File: src/rtl/ahb3lite_req_arbiter.sv
// ahb3lite_req_arbiter
// Two-client request arbiter and AHB3-Lite master sequencer. Each accepted
// request becomes one SINGLE/NONSEQ transfer. Its completion returns to the
// requesting client as a one-cycle registered response pulse.
//
// Build option:
//   ARB_RR_EN  defined   -> round-robin arbitration between the two clients
//              undefined -> fixed priority, client 0 wins
module ahb3lite_req_arbiter #(
    parameter int HADDR_SIZE = 32,
    parameter int HDATA_SIZE = 32
) (
    input  logic                    HCLK,
    input  logic                    HRESET,

    // client side
    input  logic [1:0]              req_valid,
    output logic [1:0]              req_ready,
    input  logic [2*HADDR_SIZE-1:0] req_addr,
    input  logic [1:0]              req_write,
    input  logic [5:0]              req_size,
    input  logic [2*HDATA_SIZE-1:0] req_wdata,
    output logic [1:0]              rsp_valid,
    output logic                    rsp_err,
    output logic [HDATA_SIZE-1:0]   rsp_rdata,

    // AHB3-Lite master
    output logic                    HSEL,
    output logic [HADDR_SIZE-1:0]   HADDR,
    output logic                    HWRITE,
    output logic [2:0]              HSIZE,
    output logic [2:0]              HBURST,
    output logic [3:0]              HPROT,
    output logic [1:0]              HTRANS,
    output logic [HDATA_SIZE-1:0]   HWDATA,
    input  logic [HDATA_SIZE-1:0]   HRDATA,
    input  logic                    HREADY,
    input  logic                    HRESP
);

    localparam logic [1:0] ST_IDLE = 2'b00;
    localparam logic [1:0] ST_ADDR = 2'b01;
    localparam logic [1:0] ST_DATA = 2'b10;
    localparam logic [1:0] ST_LERR = 2'b11;

    localparam logic [1:0] HTRANS_IDLE   = 2'b00;
    localparam logic [1:0] HTRANS_NONSEQ = 2'b10;
    localparam logic [2:0] HBURST_SINGLE = 3'b000;
    localparam logic [3:0] HPROT_DATA    = 4'b0011;

    logic [1:0]            state;
    logic [1:0]            grant;
    logic                  handshake;
    logic                  illegal;
    logic [HADDR_SIZE-1:0] sel_addr;
    logic [2:0]            sel_size;
    logic                  sel_write;
    logic [HDATA_SIZE-1:0] sel_wdata;

    logic                  owner;
    logic [HADDR_SIZE-1:0] lat_addr;
    logic                  lat_write;
    logic [2:0]            lat_size;
    logic [HDATA_SIZE-1:0] lat_wdata;

`ifdef ARB_RR_EN
    // Client favoured when both clients request (0 or 1).
    logic                  rr_ptr;
`endif

    // Pick one winner among the asserted requests.
    always_comb begin
        grant = 2'b00;
`ifdef ARB_RR_EN
        if (req_valid == 2'b11) begin
            grant = rr_ptr ? 2'b10 : 2'b01;
        end else begin
            grant = req_valid;
        end
`else
        if (req_valid[0]) begin
            grant = 2'b01;
        end else begin
            grant = req_valid;
        end
`endif
    end

    // Offer ready only to the winner, only when idle and out of reset.
    always_comb begin
        req_ready = 2'b00;
        if (state == ST_IDLE && !HRESET) begin
            req_ready = grant;
        end
    end

    assign handshake = |(req_valid & req_ready);

    // Select the winning client's request fields and check their alignment.
    always_comb begin
        sel_addr  = grant[1] ? req_addr[2*HADDR_SIZE-1:HADDR_SIZE] : req_addr[HADDR_SIZE-1:0];
        sel_size  = grant[1] ? req_size[5:3] : req_size[2:0];
        sel_write = grant[1] ? req_write[1] : req_write[0];
        sel_wdata = grant[1] ? req_wdata[2*HDATA_SIZE-1:HDATA_SIZE] : req_wdata[HDATA_SIZE-1:0];
        illegal   = (sel_size > 3'b010)
                 || (sel_size == 3'b001 && sel_addr[0])
                 || (sel_size == 3'b010 && sel_addr[1:0] != 2'b00);
    end

    // Transfer sequencing: IDLE -> ADDR -> DATA -> IDLE, or IDLE -> LERR -> IDLE.
    always_ff @(posedge HCLK) begin
        if (HRESET) begin
            state <= ST_IDLE;
        end else begin
            case (state)
                ST_IDLE: begin
                    if (handshake) begin
                        state <= illegal ? ST_LERR : ST_ADDR;
                    end
                end
                ST_ADDR: begin
                    if (HREADY) begin
                        state <= ST_DATA;
                    end
                end
                ST_DATA: begin
                    // HREADY=0 covers both plain wait states and the first error cycle.
                    if (HREADY) begin
                        state <= ST_IDLE;
                    end
                end
                ST_LERR: state <= ST_IDLE;
                default: state <= ST_IDLE;
            endcase
        end
    end

    // Capture the accepted request; it drives the bus for the whole transfer.
    always_ff @(posedge HCLK) begin
        if (HRESET) begin
            owner     <= 1'b0;
            lat_addr  <= '0;
            lat_write <= 1'b0;
            lat_size  <= '0;
            lat_wdata <= '0;
        end else if (handshake) begin
            owner     <= grant[1];
            lat_addr  <= sel_addr;
            lat_write <= sel_write;
            lat_size  <= sel_size;
            lat_wdata <= sel_wdata;
        end
    end

    // Registered completion pulse to the latched owner.
    always_ff @(posedge HCLK) begin
        if (HRESET) begin
            rsp_valid <= 2'b00;
            rsp_err   <= 1'b0;
            rsp_rdata <= '0;
        end else begin
            rsp_valid <= 2'b00;
            if (state == ST_IDLE && handshake && illegal) begin
                // The local error response is issued on entry so it is
                // visible during the single LERR cycle.
                rsp_valid <= grant;
                rsp_err   <= 1'b1;
            end else if (state == ST_DATA && HREADY) begin
                rsp_valid <= owner ? 2'b10 : 2'b01;
                rsp_err   <= HRESP;
                rsp_rdata <= HRDATA;
            end
        end
    end

`ifdef ARB_RR_EN
    // Favour the client that was not granted last; move only on a handshake.
    always_ff @(posedge HCLK) begin
        if (HRESET) begin
            rr_ptr <= 1'b0;
        end else if (handshake) begin
            rr_ptr <= grant[0];
        end
    end
`endif

    // Bus outputs: a single address phase, with no pipelined overlap.
    always_comb begin
        HSEL   = (state == ST_ADDR);
        HTRANS = (state == ST_ADDR) ? HTRANS_NONSEQ : HTRANS_IDLE;
        HADDR  = lat_addr;
        HWRITE = lat_write;
        HSIZE  = lat_size;
        HWDATA = lat_wdata;
        HBURST = HBURST_SINGLE;
        HPROT  = HPROT_DATA;
    end

endmodule
File: config.mk
export PLATFORM = sky130hd
export DESIGN_NAME = ahb3lite_req_arbiter
export DESIGN_NICKNAME = d
export VERILOG_FILES = /design/src/rtl/ahb3lite_req_arbiter.sv
export SDC_FILE = /design/constraint.sdc
export NUM_CORES = 1
export LEC_CHECK = 0
export ABC_AREA = 1
export CORE_MARGIN = 1.5
export CORE_UTILIZATION = 33
export DETAILED_ROUTE_END_ITERATION = 8
export GPL_TIMING_DRIVEN = 0
export PLACE_DENSITY = 0.79
export SKIP_LAST_GASP = 1
export SLEW_MARGIN = 20
export SYNTH_ARGS = -nofsm -noshare
export SYNTH_HDL_FRONTEND = slang
export SYNTH_SLANG_ARGS = --single-unit
File: constraint.sdc
create_clock -name HCLK -period 1.5 [get_ports HCLK]
set_input_delay 0.375 -clock HCLK [delete_from_list [all_inputs] [get_ports HCLK]]
set_output_delay 0.375 -clock HCLK [all_outputs]
set_load 0.02 [all_outputs]
==> images/layer_met1.png <==
Cells faint in the background.
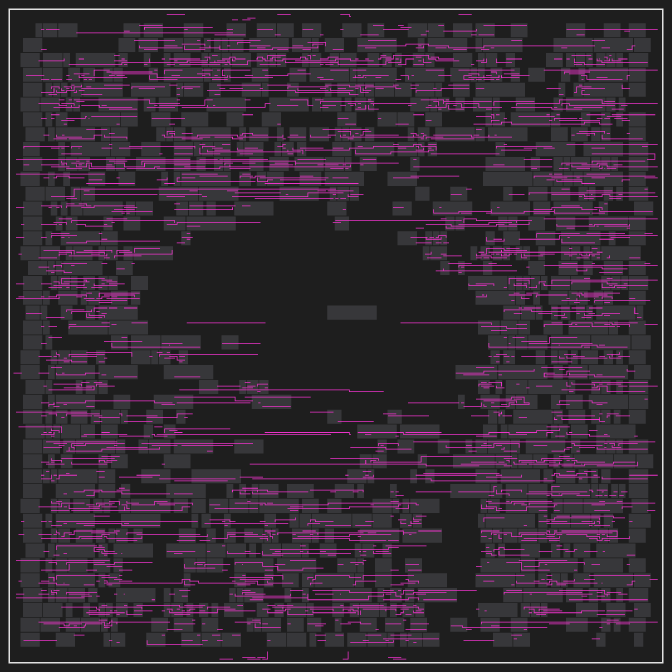
main direction = horizontal
nets with wire on the layer = 930
wire length on this layer = 6590 um
share of all routed wire = 41%
longest straight run = 47.8 um
number of vias in the routed layout: 5025
overall routed net length: 16000 um
global routing usage on met1: 25.6%

==> images/layer_met2.png <==
The bar under the picture is 20 um long.
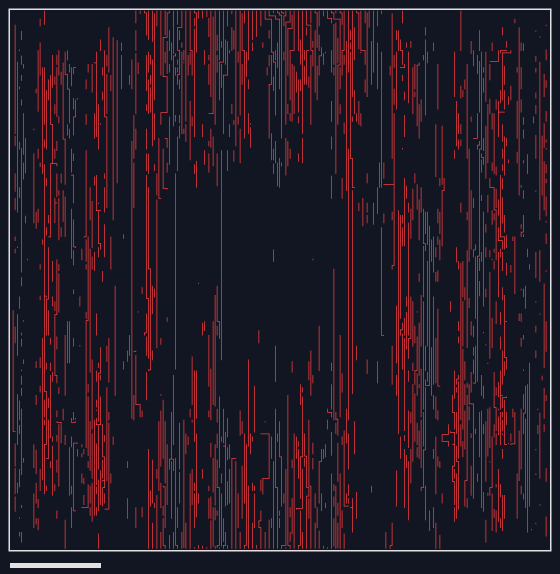
longest straight run = 61.2 um
wire length on this layer = 7680 um
share of all routed wire = 48%
global routing usage on met2: 38.7%

==> run notes <==
Summary of implementation figures.

Status
The checks that failed: negative setup slack. The flow ran to the end, but the final reports show violations.

Final timing
The critical path in the final layout is reported with a setup slack of -0.0598 ns. After routing, the total negative slack on setup checks comes to -0.117 ns. The final tally of setup violations is 3.

Detailed routing
The detailed-routing iteration count for the pre-antenna-repair pass is 4. The detailed-routed wire length on met3 is 1390 um. The DRC violation count after routing is 0. The average vias per placed instance is 4.73.

Die
The tap cell count is 176.

Clock network
The clock latency on the worst-skew pair is approximately 0.35 ns. The maximum clock path buffer count is 2.

Critical path
The arrival time of the worst setup path is 1.18 ns. Per the timing report, the biggest fanout along the worst path comes to 4. The category of the worst setup path capture point is an output pin. The worst setup path is launched from a flip-flop.

Layout
The register area is 2120 um^2. There are about 110 flip-flops and latches. The clock buffers instantiated in the layout total 13.

The final report lists a non-filler cell total of 1063.

Placement
Per the placement report, the placed cell count is 1042.

Synth
The number of instances in the synthesized netlist is 580.

Pwr
The report lists the power per cell area as 1000 nW/um^2.
==> images/layer_met3.png <==
The bar under the picture is 20 um long.
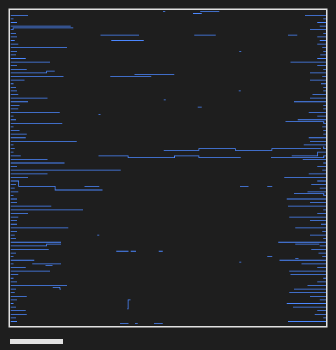
wire length on this layer = 1390 um
main direction = horizontal
longest straight run = 41.2 um
nets with wire on the layer = 191
met3 track demand over resource: 6.27%

where the power goes:
part	internal (mW)	leakage, nW	switching (mW)
combinational	1.12	2.56	1.22
sequential	3.12	0.870	0.150
clock	1.21	0.132	1.02
total	5.45	3.56	2.39
sequential cells by signal (all words and copies together), names as in the netlist:
signal,count
rsp_valid,2
state,2
HWRITE,1
HADDR,32
HWDATA,32
rsp_rdata,32
rsp_err,1
HSIZE,3
owner,1
critical path, stage by stage (launching register included):
cell and delay (ns):
sky130_fd_sc_hd__dfxtp_2 0.36, sky130_fd_sc_hd__nor2_4 0.11, sky130_fd_sc_hd__nand2_4 0.09, sky130_fd_sc_hd__nor2_4 0.15
sky130_fd_sc_hd__buf_6 0.14
layout by cell type (no fill, tap or decap), types with 7 or more instances in the layout:
master and instances:
sky130_fd_sc_hd__o21ai_0 34, sky130_fd_sc_hd__dlygate4sd2_1 105, sky130_fd_sc_hd__clkdlybuf4s50_1 170, sky130_fd_sc_hd__dfxtp_1 104, sky130_fd_sc_hd__buf_8 7, sky130_fd_sc_hd__a21oi_1 39
sky130_fd_sc_hd__inv_1 41, sky130_fd_sc_hd__clkbuf_2 15, sky130_fd_sc_hd__clkbuf_16 9, sky130_fd_sc_hd__buf_6 9, sky130_fd_sc_hd__buf_4 20, sky130_fd_sc_hd__nand2_1 143
sky130_fd_sc_hd__o21ai_1 68, sky130_fd_sc_hd__a31oi_1 64, sky130_fd_sc_hd__conb_1 8
path summary, 6_finish.rpt:
kind / startpoint / end / slack (ns) / depth (start not counted)
min reg2reg: rsp_rdata[17] / rsp_rdata[17] / 0.44 / 2
max reg2reg: state[1] / HADDR[3] / 0.05 / 9
min: HRESET / rsp_err / 0.43 / 2
max: state[1] / req_ready[1] / -0.06 / 4
No activity file was given, so power comes from the tool's default toggle rates.
